<file path="src/rtl/cache_ctrl.sv">
// Direct-mapped, read-only, one-byte-per-line cache controller with a blocking miss path.
// Hit answers two cycles after accept; a miss holds mem_req until mem_ack, then answers one cycle later.
module cache_ctrl #(
    parameter int INDEX_BITS = 4,
    parameter int CNT_W      = 16
) (
    input  logic             clk,
    input  logic             reset,
    input  logic             cpu_req,
    input  logic [10:0]      cpu_addr,
    output logic             cpu_ready,
    output logic             cpu_valid,
    output logic [7:0]       cpu_rdata,
    output logic             mem_req,
    output logic [10:0]      mem_addr,
    input  logic             mem_ack,
    input  logic [7:0]       mem_rdata,
    input  logic             flush,
    output logic [CNT_W-1:0] hit_count,
    output logic [CNT_W-1:0] miss_count
);

    localparam int LINES = 1 << INDEX_BITS;
    localparam int TAG_W = 11 - INDEX_BITS;
    localparam logic [CNT_W-1:0] CNT_MAX = {CNT_W{1'b1}};

    typedef enum logic [1:0] {
        IDLE     = 2'd0,
        LOOKUP   = 2'd1,
        MEM_WAIT = 2'd2,
        RESPOND  = 2'd3
    } state_t;

    state_t                  state_q, state_d;
    logic [10:0]             req_addr_q, req_addr_d;
    logic [LINES-1:0]        valid_q, valid_d;
    logic [TAG_W-1:0]        tag_q [LINES];
    logic [7:0]              data_q [LINES];
    logic                    cpu_valid_q, cpu_valid_d;
    logic [7:0]              cpu_rdata_q, cpu_rdata_d;
    logic                    mem_req_q, mem_req_d;
    logic [10:0]             mem_addr_q, mem_addr_d;
    logic [CNT_W-1:0]        hit_q, hit_d;
    logic [CNT_W-1:0]        miss_q, miss_d;
    logic                    fill_we;

    logic [INDEX_BITS-1:0]   req_idx;
    logic [TAG_W-1:0]        req_tag;
    logic                    lookup_hit;

    assign req_idx    = req_addr_q[INDEX_BITS-1:0];
    assign req_tag    = req_addr_q[10:INDEX_BITS];
    assign lookup_hit = valid_q[req_idx] && (tag_q[req_idx] == req_tag);

    assign cpu_ready  = (state_q == IDLE) && !flush;
    assign cpu_valid  = cpu_valid_q;
    assign cpu_rdata  = cpu_rdata_q;
    assign mem_req    = mem_req_q;
    assign mem_addr   = mem_addr_q;
    assign hit_count  = hit_q;
    assign miss_count = miss_q;

    always_comb begin
        state_d     = state_q;
        req_addr_d  = req_addr_q;
        valid_d     = valid_q;
        cpu_valid_d = 1'b0;
        cpu_rdata_d = cpu_rdata_q;
        mem_req_d   = mem_req_q;
        mem_addr_d  = mem_addr_q;
        hit_d       = hit_q;
        miss_d      = miss_q;
        fill_we     = 1'b0;

        unique case (state_q)
            IDLE: begin
                // Flush wins over a same-cycle request; cpu_ready is already low.
                if (flush) begin
                    valid_d = '0;
                end else if (cpu_req) begin
                    req_addr_d = cpu_addr;
                    state_d    = LOOKUP;
                end
            end
            LOOKUP: begin
                if (lookup_hit) begin
                    cpu_rdata_d = data_q[req_idx];
                    cpu_valid_d = 1'b1;
                    if (hit_q != CNT_MAX) hit_d = hit_q + CNT_W'(1);
                    state_d     = IDLE;
                end else begin
                    if (miss_q != CNT_MAX) miss_d = miss_q + CNT_W'(1);
                    mem_req_d  = 1'b1;
                    mem_addr_d = req_addr_q;
                    state_d    = MEM_WAIT;
                end
            end
            MEM_WAIT: begin
                if (mem_ack) begin
                    fill_we          = 1'b1;
                    valid_d[req_idx] = 1'b1;
                    mem_req_d        = 1'b0;
                    state_d          = RESPOND;
                end
            end
            RESPOND: begin
                cpu_rdata_d = data_q[req_idx];
                cpu_valid_d = 1'b1;
                state_d     = IDLE;
            end
            default: state_d = IDLE;
        endcase
    end

    always_ff @(posedge clk or posedge reset) begin
        if (reset) begin
            state_q     <= IDLE;
            req_addr_q  <= '0;
            valid_q     <= '0;
            cpu_valid_q <= 1'b0;
            cpu_rdata_q <= '0;
            mem_req_q   <= 1'b0;
            mem_addr_q  <= '0;
            hit_q       <= '0;
            miss_q      <= '0;
        end else begin
            state_q     <= state_d;
            req_addr_q  <= req_addr_d;
            valid_q     <= valid_d;
            cpu_valid_q <= cpu_valid_d;
            cpu_rdata_q <= cpu_rdata_d;
            mem_req_q   <= mem_req_d;
            mem_addr_q  <= mem_addr_d;
            hit_q       <= hit_d;
            miss_q      <= miss_d;
        end
    end

    // Tag and data storage need no reset: every line is gated by its valid bit.
    always_ff @(posedge clk) begin
        if (fill_we) begin
            data_q[req_idx] <= mem_rdata;
            tag_q[req_idx]  <= req_tag;
        end
    end

endmodule

</file>
<file path="config.mk">
export PLATFORM = sky130hd
export DESIGN_NAME = cache_ctrl
export DESIGN_NICKNAME = d
export VERILOG_FILES = /design/src/rtl/cache_ctrl.sv
export SDC_FILE = /design/constraint.sdc
export NUM_CORES = 1
export LEC_CHECK = 0
export ABC_AREA = 1
export CAP_MARGIN = 25
export CORE_MARGIN = 5
export CORE_UTILIZATION = 54
export DETAILED_ROUTE_END_ITERATION = 8
export GPL_ROUTABILITY_DRIVEN = 0
export PLACE_DENSITY = 0.88
export SETUP_SLACK_MARGIN = 0.3
export SYNTH_ARGS = -nofsm -noshare
export SYNTH_HDL_FRONTEND = slang
export SYNTH_SLANG_ARGS = --single-unit
export TNS_END_PERCENT = 30
</file>
<file path="constraint.sdc">
create_clock -name clk -period 2.6 [get_ports clk]
set_input_delay 0.26 -clock clk [delete_from_list [all_inputs] [get_ports clk]]
set_output_delay 0.26 -clock clk [all_outputs]
set_load 0.03 [all_outputs]
</file>
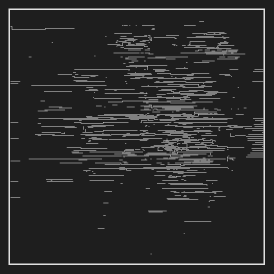
**Above:** metal 3.
Drawn at 1.5 px/µm.
304 nets have wire on it. The layer carries 4680 µm of wire. The wires run mostly horizontal. The layer holds 12% of the routed length. The longest straight run is 67.2 µm.
via count: 11.0k
Routed WL: 39200 µm
GRT met3 Usage: 0.0437

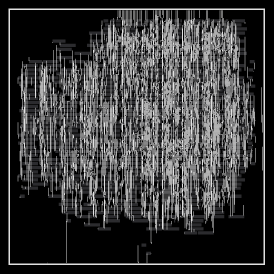
**Above:** the metal 2 layer.
Drawn at 1.5 px/µm.
The layer carries 18900 µm of wire. 1225 nets have wire on it. The longest straight run is 54.8 µm.

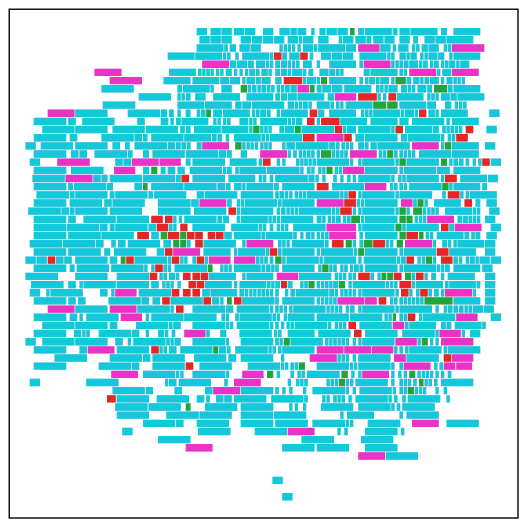
**Above:** cells by drive strength.
Drawn at 3 px/µm.
Red marks x3 and x4, cells 79, share 5.5%. Magenta marks x6 and larger, cells 68, share 4.7%. Cyan marks x1 and smaller, cells 1231, share 85%. Green marks x2, cells 62, share 4.3%.
fin area: 16800 µm²
Repair and plain buffers: 163

==> Slide: Implementation Results <==
Flow Results at a Glance

Final layout
  • NumNets Final: between 1k and 1.5k
  • Final non-filler cell total: 1770
  • NonClk Buf Share: 0.105
  • Number of flip-flops in the largest register: 128
  • Seq area share: 0.550
  • Biggest register: data_q
  • Inverters: 53
  • # clk buffers: 34
  • Commonest Layout Cell: nand2_1

Pwr
  • Sw frac: 0.382
  • Combinational fraction of design power: 0.380
  • Clock Power Share: 0.241
  • Net Switching: between 0.006 and 0.007 W
  • Int Pwr: around 0.011 W
  • Design Power: ~0.018 W

Die
  • Cell Rows: 58
  • Die Size: between 20000 and 30000 µm²

Synthesis
  • Yosys cell count: around 1.3k
  • Leading post-synthesis cells by cell area: edfxtp_1 (53%), dfrtp_1 (15%), nand2_1 (14%)
  • Count leader, synth: nand2_1
  • Post-synth EDFFs: approximately 240
  • Main logic family after synthesis: simple AND/OR/NAND/NOR gates
  • Synth Net Count: ~1.3k
  • Basic Gates by Area: 0.213

CTS
  • CTS Hold Bufs: 1
  • CTS Buffer Depth: 3
  • TritonCTS Buffers: 31
  • CTS tree: yes
  • Setup bufs post-CTS: 3
  • Root Driver: clkbuf_16

STA
  • Final Critical Period: 2.65 ns
  • Final count of pins violating max slew: 0
  • Final setup fails: 8
  • Worst setup margin: -0.0503 ns
  • Final clock skew: about 0.025 ns

Run status
  • Failing checks: negative setup slack
  • Status: finished, violations left

Min path
  • Hold_sp: cpu_addr[7]

Worst setup path
  • Reg2reg start: req_addr_q[0]
  • Worst R2R End: miss_count[15]
  • Worst-path maximum fanout: 8

GRT
  • GRT busiest layer: met2
  • All-Layer GR Usage: 0.238

Detailed routing
  • Met3 routed wirelength: 4680 µm
  • Final ANT Viol Nets: 0

Placement
  • DP Worst Slack: approximately 0.16 ns

Flow run
  • Max Cap Viol: 0
No activity file was given, so power comes from the tool's default toggle rates.
